[src/rtl/mult_share_pkg.sv]
// Shared types and helpers for the multiplier time-share scheduler.
// Tag layout travels alongside each operand pair through the core latency.
package mult_share_pkg;

   localparam int DATA_W = 16;
   localparam int PROD_W = 2 * DATA_W;
   localparam int ID_W   = 3;

   typedef struct packed {
      logic            valid;
      logic [ID_W-1:0] id;
      logic            neg;
   } tag_t;

   // Unsigned magnitude; the most negative value maps to 0x8000.
   function automatic logic [DATA_W-1:0] mag(input logic [DATA_W-1:0] x);
      return x[DATA_W-1] ? (~x + DATA_W'(1)) : x;
   endfunction

endpackage

[src/rtl/mult_share_arb.sv]
// Grant logic for the shared multiplier requesters.
// MULT_SHARE_RR_EN selects round-robin; otherwise lowest index wins.
module mult_share_arb
   import mult_share_pkg::*;
#(
   parameter int N_REQ = 4,
   parameter int RID_W = 2
) (
`ifdef MULT_SHARE_RR_EN
   input  logic             CLK,
   input  logic             RST_N,
   input  logic             acc,
`endif
   input  logic             g_en,
   input  logic [N_REQ-1:0] req,
   output logic [N_REQ-1:0] gnt,
   output logic [RID_W-1:0] win_id
);

`ifdef MULT_SHARE_RR_EN
   logic [RID_W-1:0] ptr;

   always_ff @(posedge CLK) begin
      if (!RST_N) begin
         ptr <= '0;
      end else if (acc) begin
         ptr <= (int'(win_id) == N_REQ - 1) ? '0 : win_id + 1'b1;
      end
   end
`endif

   always_comb begin : p_pick
      int   idx;
      logic found;
      gnt    = '0;
      win_id = '0;
      found  = 1'b0;
      idx    = 0;
      for (int k = 0; k < N_REQ; k++) begin
`ifdef MULT_SHARE_RR_EN
         idx = (int'(ptr) + k) % N_REQ;
`else
         idx = k;
`endif
         if (g_en && !found && req[idx]) begin
            found    = 1'b1;
            gnt[idx] = 1'b1;
            win_id   = RID_W'(idx);
         end
      end
   end

endmodule

[src/rtl/mult_share_sched.sv]
// Time-shares one pipelined unsigned multiplier among N_REQ signed requesters.
// Define MULT_SHARE_RR_EN for round-robin grants (default: fixed priority).
module mult_share_sched
   import mult_share_pkg::*;
#(
   parameter int N_REQ    = 4,
   parameter int MULT_LAT = 3,
   localparam int RID_W   = (N_REQ > 1) ? $clog2(N_REQ) : 1
) (
   input  logic                    CLK,
   input  logic                    RST_N,
   input  logic                    en,
   input  logic [N_REQ-1:0]        req,
   input  logic [N_REQ*DATA_W-1:0] a_in,
   input  logic [N_REQ*DATA_W-1:0] b_in,
   output logic [N_REQ-1:0]        gnt,
   output logic [DATA_W-1:0]       core_a,
   output logic [DATA_W-1:0]       core_b,
   input  logic [PROD_W-1:0]       core_p,
   output logic [N_REQ-1:0]        res_valid,
   output logic [RID_W-1:0]        res_id,
   output logic [PROD_W-1:0]       res_p,
   output logic                    busy
);

   logic [RID_W-1:0]  win_id;
   logic              acc;
   logic              g_en;
   logic [DATA_W-1:0] a_sel;
   logic [DATA_W-1:0] b_sel;
   tag_t              nxt_tag;
   tag_t              iss_tag;
   tag_t              tag_pipe [MULT_LAT];
   tag_t              ret_tag;

   assign g_en = en & RST_N;
   assign acc  = |(req & gnt);

   mult_share_arb #(
      .N_REQ (N_REQ),
      .RID_W (RID_W)
   ) u_arb (
`ifdef MULT_SHARE_RR_EN
      .CLK    (CLK),
      .RST_N  (RST_N),
      .acc    (acc),
`endif
      .g_en   (g_en),
      .req    (req),
      .gnt    (gnt),
      .win_id (win_id)
   );

   always_comb begin
      a_sel = a_in[int'(win_id)*DATA_W +: DATA_W];
      b_sel = b_in[int'(win_id)*DATA_W +: DATA_W];
   end

   // Zero operands never carry a negative sign into the result.
   always_comb begin
      nxt_tag = '0;
      if (acc) begin
         nxt_tag.valid = 1'b1;
         nxt_tag.id    = ID_W'(win_id);
         nxt_tag.neg   = (a_sel[DATA_W-1] ^ b_sel[DATA_W-1])
                       & (|a_sel) & (|b_sel);
      end
   end

   always_ff @(posedge CLK) begin
      if (!RST_N) begin
         core_a  <= '0;
         core_b  <= '0;
         iss_tag <= '0;
      end else begin
         core_a  <= acc ? mag(a_sel) : '0;
         core_b  <= acc ? mag(b_sel) : '0;
         iss_tag <= nxt_tag;
      end
   end

   // Tag rides beside the core so it lines up with core_p.
   always_ff @(posedge CLK) begin
      if (!RST_N) begin
         for (int i = 0; i < MULT_LAT; i++) begin
            tag_pipe[i] <= '0;
         end
      end else begin
         tag_pipe[0] <= iss_tag;
         for (int i = 1; i < MULT_LAT; i++) begin
            tag_pipe[i] <= tag_pipe[i-1];
         end
      end
   end

   assign ret_tag = tag_pipe[MULT_LAT-1];

   always_ff @(posedge CLK) begin
      if (!RST_N) begin
         res_valid <= '0;
         res_id    <= '0;
         res_p     <= '0;
      end else begin
         res_valid <= '0;
         if (ret_tag.valid) begin
            res_valid <= N_REQ'(1) << ret_tag.id;
            res_id    <= RID_W'(ret_tag.id);
            res_p     <= ret_tag.neg ? -core_p : core_p;
         end
      end
   end

   always_comb begin
      busy = iss_tag.valid | (|res_valid);
      for (int i = 0; i < MULT_LAT; i++) begin
         busy = busy | tag_pipe[i].valid;
      end
   end

endmodule

[config.mk]
export PLATFORM = sky130hd
export DESIGN_NAME = mult_share_sched
export DESIGN_NICKNAME = d
export VERILOG_FILES = /design/src/rtl/mult_share_pkg.sv /design/src/rtl/mult_share_arb.sv /design/src/rtl/mult_share_sched.sv
export SDC_FILE = /design/constraint.sdc
export NUM_CORES = 1
export LEC_CHECK = 0
export ABC_AREA = 1
export CORE_MARGIN = 4
export CORE_UTILIZATION = 43
export CTS_CLUSTER_SIZE = 14
export DETAILED_ROUTE_END_ITERATION = 10
export MAX_ROUTING_LAYER = met4
export PLACE_DENSITY = 0.86
export SLEW_MARGIN = 15
export SYNTH_ARGS = -nofsm -noshare
export SYNTH_HDL_FRONTEND = slang
export SYNTH_SLANG_ARGS = --single-unit
[constraint.sdc]
create_clock -name CLK -period 2.5 [get_ports CLK]
set_input_delay 0.25 -clock CLK [delete_from_list [all_inputs] [get_ports CLK]]
set_output_delay 0.25 -clock CLK [all_outputs]
set_load 0.01 [all_outputs]
run_1/final_congestion.png
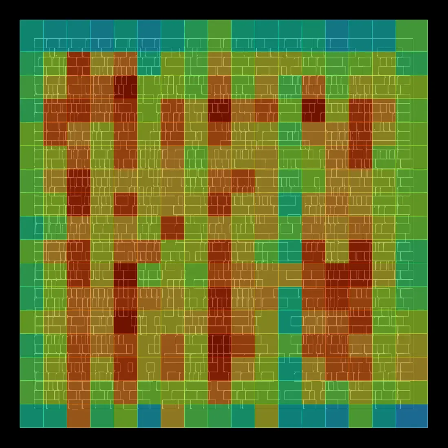
global route hottest layer: met2
met1 Use GR: 32.3%
global-route track usage on met3: 4.90%

run_1/pins.png
Pins as bars across the die edge, other pins in gray.
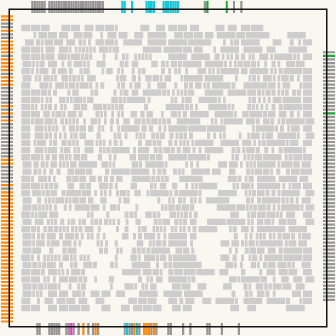
Key: res_valid = green [pins 4, direction output, edge 2 east, 2 north]; core_b = cyan [pins 16, direction output, edge 14 north, 2 south]; en = magenta [pins 1, direction input, edge south]; a_in = orange [pins 64, direction input, edge 57 west, 7 south]
Die W: 120 um
Die H: 120 um

==> flow_summary.toml, run 1 <==
# implementation run metrics
[placed_design]
dp_hpwl_um = 16400
place_ws_ns = -0.275
place.gp.congestion = 0.959
dpl_cell_area_um2 = 8450
placed_cells_incl_taps = 1337
io_buffers = 241

[clocking]
cts.clk_slew.worst_paths_ns = 0.07
postCtsSetupBuffers = 0
clk_latency_ns = 0.34
cts-hold-fix-buffers = 0
h-tree-depth = 3
cts.repair.resized = 0
cts_buffer_depth = 2
cts-root-buf = "clkbuf_16"
cts_tree = "built"
cts_sinks = 86
cts_buffers = 9

[detailed_routing]
ant_nets = 0
dr.pass1.iters = 5
first_iter_violations = 583
highest_layer = "met4"
dr_wl_met2_um = 9650
remaining_drc_errors = 0
vias_per_cell = 4.98
met3_length_um = 1530
avgRoutedWirePerCell_um = 14.7
drt-met1-wl_um = 8010

[critical_path]
crit_path_start_kind = "input pin"
crit_fanout = 17
cp_top_family = "buffers and inverters"
r2r_start = "tag_pipe[0][10]"
cp_slowest_cell = "clkdlybuf4s50_1"
required_ns = 2.73
path_buffers = 7
cp-startpoint = "req[1]"
crit_cells = 15
r2r_cells = 4
criticalPathCategory = "input pin to register"
r2r_end = "res_p[17]"
crit_arrival_ns = 2.58
reg2reg_slack_ns = 1.06
crit_chain = "clkdlybuf4s50_1 -> inv_1 -> nor3_4 -> inv_4 -> nand2_4 -> buf_4 -> buf_4 -> o211ai_1 -> nand2_2 -> buf_12 -> inv_2 -> a21oi_1 -> nor2_1 -> o21ai_1 -> nor2_1"
endpoint = "core_a[7]"
endpoint_kind = "register"
cpPeakStageDelay_ns = 0.54

[die]
n_tap_cell = 168
fp-utilization_pct = 44.3
num_rows = 40
top_level_ports = 242
die-area_um2 = 14300
core_um2 = 12100

[sta]
worst_slack_ns = 0.151
tns_ns = 0
slew_viol_final = 0
finClkSkew_ns = 0.0101
period_minus_slack_ns = 2.35
finalCritPeriodShare_pct = 94.0
max_clock_freq_ghz = 0.426
relSlewSlack_pct = 63.8
final-setup-viol-count = 0
tightest_slew_ns = 0.542
hold_viol = 0
whs_ns = 0.415

[status]
status = "completed"

[logic_synthesis]
yosysTopAreaCell = "dfxtp_1"
synth_cells = 885
synth_stat.cells = 885
muxShareOfSynthArea_pct = 0
avgSynthCellArea_um2 = 6.06
common_cells = "303 x nand2_1, 91 x inv_1, 89 x nor2_1"
ys_ff = 86
logic_family = "simple AND/OR/NAND/NOR gates"
xor_share_pct = 3.75
ys_seq_share_pct = 32.1
synth-main-ff-cell = "dfxtp_1"
syn-cell-area_um2 = 5370
yosysChipArea_um2 = 5370
top_cells_by_area = "dfxtp_1 32%, nand2_1 21%, nand3_1 7.6%, inv_1 6.4%, nor2_1 6.2%"
yosysUniqueCellTypes = 37
syn_nets = 1057
synthAoiAreaFrac_pct = 12.0
synth.cellmix.simpleShare_pct = 40.4
yosysMostFrequentCell = "nand2_1"
yosysTopAreaCellShare_pct = 32.1
async_flop_share_pct = 0
ys_warn_count = 0
edf_count = 0
ys_sh_adder_pct = 1.17

[grt]
grt.met2_usage_pct = 48.4
grt_max_degree = 35
grt_overflow = 0
grt_pass1_vias = 6527
antenna_found_initial = 0
grt_usage_pct = 28.1
grt_pass1_wl_um = 31500

[layout]
layout_top_cell = "nand2_1"
clock_buffers = 12
diodes = 0
finalNetCount = 1352
mi_logic_area_um2 = 3120
comb_cells = 665
clkCellAreaFrac_pct = 3.79
seq_share_pct = 19.5
seq_area_um2 = 1720
area_dominant_class = "multi-input combinational cells"
inverters_excl_clock = 96
layout.cells.non_filler = 1353
mostFrequentLayoutCells = "301 x nand2_1, 239 x clkdlybuf4s50_1, 91 x inv_1, 86 x dfxtp_1, 84 x nor2_1"
nNonClkBuffers = 322
synthToLayoutAreaGrowth_pct = 64.4
layout-drive-gt1-share_pct = 11.1
final_area_um2 = 8820
regMostFlops = "res_p"
top_regs = "res_p x32, core_a x16, core_b x16"
final_core_util_pct = 72.9
sh_comb_area_pct = 35.4
largest_reg_flops = 32
design.seq.count = 86
num-fill-cells = 1011
layout.nonclk_buf_share_pct = 34.9

[power_and_ir_drop]
pg_clk_mw = 1.49
p_comb_mw = 0.996
pg_seq_mw = 1.44
p_leak_nw = 4.04
powerDensity_nw_per_um2 = 445
p_clk_share_pct = 37.9
combPwrFrac_pct = 25.4
seqPwrFrac_pct = 36.7
intPower_mw = 2.90
ir_drop_v = 0.000344
power.total_mw = 3.93
p_sw_mw = 1.03
power_leader = "clock"

[min_path]
hold_class = "register to register"
hold_path_depth = 2
hold_path_end = "tag_pipe[0][10]"
hp-start = "tag_pipe[0][5]"

[run]
warnings = 28
drv_cap = 0
run_1/met3.png
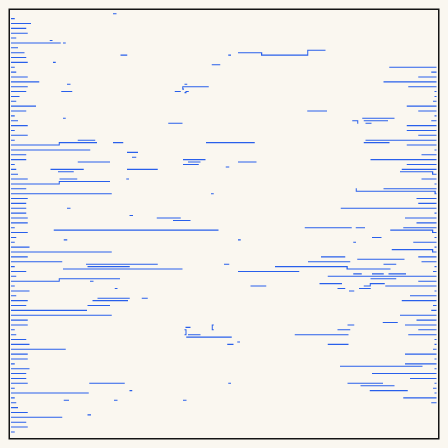
220 nets have wire on it. The layer carries 1530 um of wire. The longest straight run is 45.8 um. The wires run mostly horizontal. The layer holds 7.7% of the routed length.
via count: 6732
drt total wl: 19900 um

run_1/metal_stack.png
Only two layers are drawn.
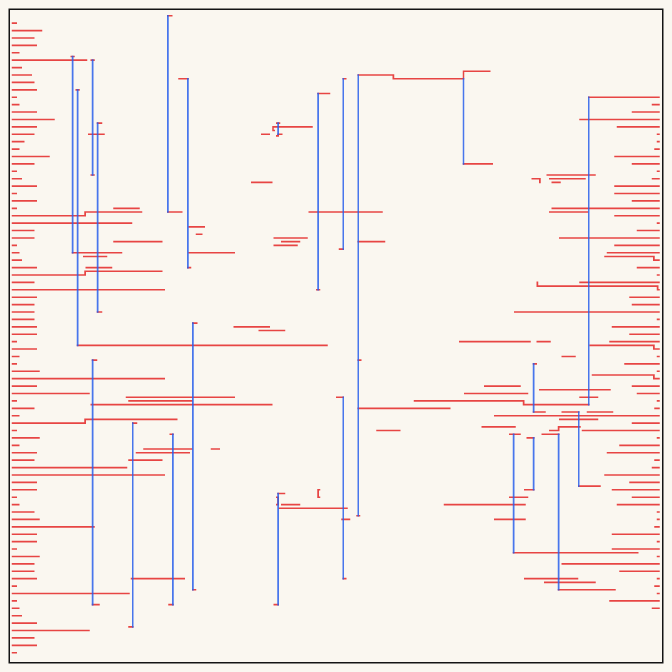
Key: met4 = blue [wire length 730 um]; met3 = red [wire length 1530 um]

run_1/registers.png
Other sequential cells in the stronger gray, the rest of the logic in the fainter gray.
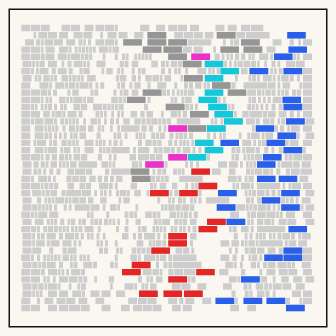

## Run 2: what changed since run 1
- CTS_BUF_LIST: default -> sky130_fd_sc_hd__clkbuf_16
run_2/registers.png
Other sequential cells in the stronger gray, the rest of the logic in the fainter gray.
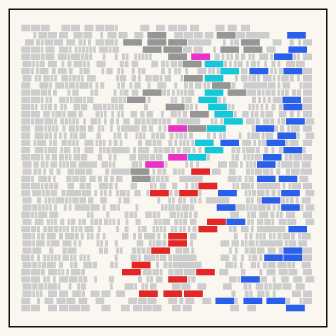
Key: core_a = red [flops 16]; iss_tag = magenta [flops 4, where center]; tag_pipe = cyan [flops 12]; res_p = blue [flops 32, where a vertical strip on the right]
Another 22 sequential cells are not colored.
post-layout util: 72.6%
Reg area: 1720 um2
sequential share of cell area: 19.6%

==> run 2 against run 1 <==
Sequential share of layout area up 0.055 points. Clock-buffer cell count fell by 3. Register-to-register slack better by 0.02 ns. Cell count is the same. Die size unchanged. Clock power shrank 5%. Wire length increased by 0.16%. Combinational power is essentially flat. Critical path type unchanged. Largest power group is now sequential cells.
==> flow_summary.toml, run 2 <==
# implementation run metrics
[logic_synthesis]
edf_count = 0
ys_ff = 86
async_flop_share_pct = 0
syn_nets = 1057
synth-main-ff-cell = "dfxtp_1"
yosysChipArea_um2 = 5370
avgSynthCellArea_um2 = 6.06
ys_sh_adder_pct = 1.17
ys_warn_count = 0
ys_seq_share_pct = 32.1
yosysMostFrequentCell = "nand2_1"
yosysTopAreaCellShare_pct = 32.1
top_cells_by_area = "dfxtp_1 32%, nand2_1 21%, nand3_1 7.6%, inv_1 6.4%, nor2_1 6.2%"
synth_stat.cells = 885
synth.cellmix.simpleShare_pct = 40.4
common_cells = "303 x nand2_1, 91 x inv_1, 89 x nor2_1"
yosysTopAreaCell = "dfxtp_1"
synthAoiAreaFrac_pct = 12.0
yosysUniqueCellTypes = 37
syn-cell-area_um2 = 5370
synth_cells = 885
xor_share_pct = 3.75
muxShareOfSynthArea_pct = 0

[critical_path]
crit_path_start_kind = "input pin"
cp_slowest_cell = "clkdlybuf4s50_1"
crit_fanout = 17
path_buffers = 7
crit_cells = 15
endpoint_kind = "register"
crit_chain = "clkdlybuf4s50_1 -> inv_1 -> nor3_4 -> inv_4 -> nand2_4 -> buf_4 -> buf_4 -> o211ai_1 -> nand2_2 -> buf_12 -> inv_2 -> a21oi_1 -> nor2_1 -> o21ai_1 -> nor2_1"
required_ns = 2.73
r2r_end = "res_p[17]"
reg2reg_slack_ns = 1.08
cp-startpoint = "req[1]"
criticalPathCategory = "input pin to register"
r2r_cells = 4
endpoint = "core_a[7]"
crit_arrival_ns = 2.55
r2r_start = "tag_pipe[0][10]"
cp_top_family = "buffers and inverters"
cpPeakStageDelay_ns = 0.54

[min_path]
hold_path_end = "tag_pipe[0][5]"
hp-start = "tag_pipe[0][0]"
hold_class = "register to register"
hold_path_depth = 2

[clocking]
cts.repair.resized = 0
cts_buffers = 9
cts.clk_slew.worst_paths_ns = 0.06
cts_sinks = 86
cts-root-buf = "clkbuf_16"
h-tree-depth = 3
postCtsSetupBuffers = 0
cts_tree = "built"
cts-hold-fix-buffers = 0
cts_buffer_depth = 2

[layout]
layout_top_cell = "nand2_1"
sh_comb_area_pct = 35.4
layout.nonclk_buf_share_pct = 35.0
diodes = 0
comb_cells = 665
regMostFlops = "res_p"
clkCellAreaFrac_pct = 3.57
nNonClkBuffers = 322
final_area_um2 = 8800
layout.cells.non_filler = 1353
largest_reg_flops = 32
synthToLayoutAreaGrowth_pct = 64.0
layout-drive-gt1-share_pct = 10.8
num-fill-cells = 1021
mi_logic_area_um2 = 3110
clock_buffers = 9
mostFrequentLayoutCells = "301 x nand2_1, 239 x clkdlybuf4s50_1, 92 x inv_1, 86 x dfxtp_1, 84 x nor2_1"
area_dominant_class = "multi-input combinational cells"
inverters_excl_clock = 96
design.seq.count = 86
finalNetCount = 1352

[die]
n_tap_cell = 168
core_um2 = 12100
num_rows = 40
die_y_um = 120
die-area_um2 = 14300
die_width_um = 120
fp-utilization_pct = 44.3

[sta]
tns_ns = 0
relSlewSlack_pct = 64.3
tightest_slew_ns = 0.535
hold_viol = 0
slew_viol_final = 0
final-setup-viol-count = 0
max_clock_freq_ghz = 0.431
finalCritPeriodShare_pct = 92.7
period_minus_slack_ns = 2.32
worst_slack_ns = 0.181
whs_ns = 0.416

[power_and_ir_drop]
pg_clk_mw = 1.42
power.total_mw = 3.85
p_comb_mw = 0.996
p_clk_share_pct = 36.7
power_leader = "sequential cells"
pg_seq_mw = 1.44
powerDensity_nw_per_um2 = 438
seqPwrFrac_pct = 37.4
p_sw_mw = 1.02
ir_drop_v = 0.000344
p_leak_nw = 4.03
intPower_mw = 2.83

[grt]
grt.met2_usage_pct = 48.3
grt_usage_pct = 28.1
antenna_found_initial = 0
grt_pass1_wl_um = 31500
grt_max_degree = 35
grt_overflow = 0
gr-max-usage-layer = "met2"
met1_usage_pct = 32.3
grtUsageMet3_pct = 4.81
grt_pass1_vias = 6537

[status]
status = "completed"

[placed_design]
dp_hpwl_um = 16400
place.gp.congestion = 0.959
placed_cells_incl_taps = 1337
place_ws_ns = -0.275
dpl_cell_area_um2 = 8450

[detailed_routing]
wl_um = 20000
avgRoutedWirePerCell_um = 14.7
dr.pass1.iters = 5
highest_layer = "met4"
first_iter_violations = 611
vias = 6751
vias_per_cell = 4.99
drt-met1-wl_um = 8040
dr_wl_met2_um = 9670
remaining_drc_errors = 0

[run]
warnings = 28
drv_cap = 0
run_2/pins.png
Pins as bars across the die edge, other pins in gray.
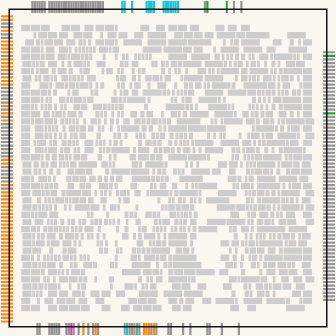

## Run 3: what changed since run 2
- CORE_UTILIZATION: 43 -> 40
- PLACE_DENSITY: 0.86 -> 0.81
run_3/pins.png
Pins as bars across the die edge, other pins in gray.
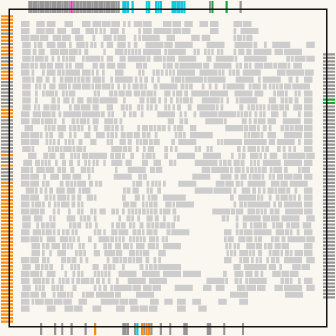
Key: en = magenta [pins 1, direction input, edge north]; res_valid = green [pins 4, direction output, edge 2 east, 2 north]; a_in = orange [pins 64, direction input, edge 60 west, 4 south]; core_b = cyan [pins 16, direction output, edge 15 north, 1 south]
All pins by edge: 89 west, 71 east, 58 north, 24 south.
Die W: 124 um
number of port buffers: 241
Die H: 124 um

==> run 3 against run 2 <==
Combinational power decreased by 2.1%. Register-to-register slack lost 0.16 ns. Final area fell by 0.58%. Setup slack better by 0.036 ns. Via count shrank 2.3%. Global-route usage decreased by 2.8 points. Die size rose by 7.0%. Power down 4.7%. Sequential power about the same. Critical path depth fell by 3. Sequential share of layout area grew 0.11 points. Critical endpoint is now core_b[2].
==> flow_summary.toml, run 3 <==
# implementation run metrics
[layout]
comb_cells = 665
top_regs = "res_p x32, core_a x16, core_b x16"
mostFrequentLayoutCells = "303 x nand2_1, 240 x clkdlybuf4s50_1, 91 x inv_1, 87 x nor2_1, 86 x dfxtp_1"
num-fill-cells = 1205
final_core_util_pct = 66.3
finalNetCount = 1350
mi_logic_area_um2 = 3100
clkCellAreaFrac_pct = 3.23
synthToLayoutAreaGrowth_pct = 63.0
regMostFlops = "res_p"
seq_share_pct = 19.7
final_area_um2 = 8750
layout.cells.non_filler = 1359
inverters_excl_clock = 96
layout_top_cell = "nand2_1"
layout.nonclk_buf_share_pct = 35.0
sh_comb_area_pct = 35.5
seq_area_um2 = 1720
design.seq.count = 86
nNonClkBuffers = 320
clock_buffers = 9
area_dominant_class = "multi-input combinational cells"
largest_reg_flops = 32

[critical_path]
crit_fanout = 9
cp_top_family = "buffers and inverters"
cpPeakStageDelay_ns = 0.49
reg2reg_slack_ns = 0.92
path_buffers = 4
endpoint_kind = "register"
endpoint = "core_b[2]"
criticalPathCategory = "input pin to register"
crit_path_start_kind = "input pin"
cp-startpoint = "req[0]"
crit_arrival_ns = 2.51
crit_chain = "clkdlybuf4s50_1 -> inv_1 -> nand4_1 -> a21oi_4 -> inv_1 -> buf_4 -> nand2_1 -> nand2_1 -> ha_1 -> or2_1 -> o21ai_0 -> a21oi_1"
cp_slowest_cell = "clkdlybuf4s50_1"
r2r_start = "tag_pipe[0][10]"
r2r_end = "res_p[26]"
r2r_cells = 7
required_ns = 2.72

[power_and_ir_drop]
combPwrFrac_pct = 26.6
seqPwrFrac_pct = 39.2
p_sw_mw = 1.03
p_clk_share_pct = 34.2
power_leader = "sequential cells"
pg_seq_mw = 1.44
p_comb_mw = 0.975
power.total_mw = 3.67
ir_drop_v = 0.000297
powerDensity_nw_per_um2 = 419
pg_clk_mw = 1.25

[logic_synthesis]
async_flop_share_pct = 0
avgSynthCellArea_um2 = 6.06
common_cells = "303 x nand2_1, 91 x inv_1, 89 x nor2_1"
ys_sh_adder_pct = 1.17
ys_seq_share_pct = 32.1
syn-cell-area_um2 = 5370
xor_share_pct = 3.75
synth_stat.cells = 885
yosysMostFrequentCell = "nand2_1"
muxShareOfSynthArea_pct = 0
synth-main-ff-cell = "dfxtp_1"
top_cells_by_area = "dfxtp_1 32%, nand2_1 21%, nand3_1 7.6%, inv_1 6.4%, nor2_1 6.2%"
yosysChipArea_um2 = 5370
syn_nets = 1057
ys_ff = 86
edf_count = 0
yosysTopAreaCell = "dfxtp_1"
yosysUniqueCellTypes = 37
yosysTopAreaCellShare_pct = 32.1
synthAoiAreaFrac_pct = 12.0
synth.cellmix.simpleShare_pct = 40.4
synth_cells = 885

[detailed_routing]
met3_length_um = 1780
first_iter_violations = 464
avgRoutedWirePerCell_um = 14.1
vias = 6594
wl_um = 19100
highest_layer = "met4"
dr.pass1.iters = 7
drt-met1-wl_um = 7770
vias_per_cell = 4.85
dr_wl_met2_um = 8810
remaining_drc_errors = 0

[clocking]
cts_buffer_depth = 2
h-tree-depth = 3
clk_latency_ns = 0.34
cts-hold-fix-buffers = 0
cts.repair.resized = 0
cts_tree = "built"
postCtsSetupBuffers = 0
cts.clk_slew.worst_paths_ns = 0.06
cts-root-buf = "clkbuf_16"
cts_buffers = 9

[sta]
hold_viol = 0
final-setup-viol-count = 0
period_minus_slack_ns = 2.28
finClkSkew_ns = 0.00339
tns_ns = 0
relSlewSlack_pct = 64.7
whs_ns = 0.411
worst_slack_ns = 0.217
tightest_slew_ns = 0.529
finalCritPeriodShare_pct = 91.3
max_clock_freq_ghz = 0.438
slew_viol_final = 0

[grt]
grtUsageMet3_pct = 5.72
gr-max-usage-layer = "met2"
grt_overflow = 0
antenna_found_initial = 0
grt_pass1_vias = 6235
grt_usage_pct = 25.2
grt.met2_usage_pct = 41.1
grt_pass1_wl_um = 29600
met1_usage_pct = 29.7

[min_path]
hold_path_depth = 2
hp-start = "tag_pipe[0][2]"
hold_class = "register to register"
hold_path_end = "tag_pipe[0][7]"

[die]
top_level_ports = 242
num_rows = 42
fp-utilization_pct = 40.7
core_um2 = 13200
n_tap_cell = 176
die-area_um2 = 15300

[placed_design]
placed_cells_incl_taps = 1343
place_ws_ns = -0.252
dp_hpwl_um = 15900
place.gp.congestion = 0.942
dpl_cell_area_um2 = 8450

[run]
warnings = 28

[status]
status = "completed"
Power and IR drop assume default switching activity.
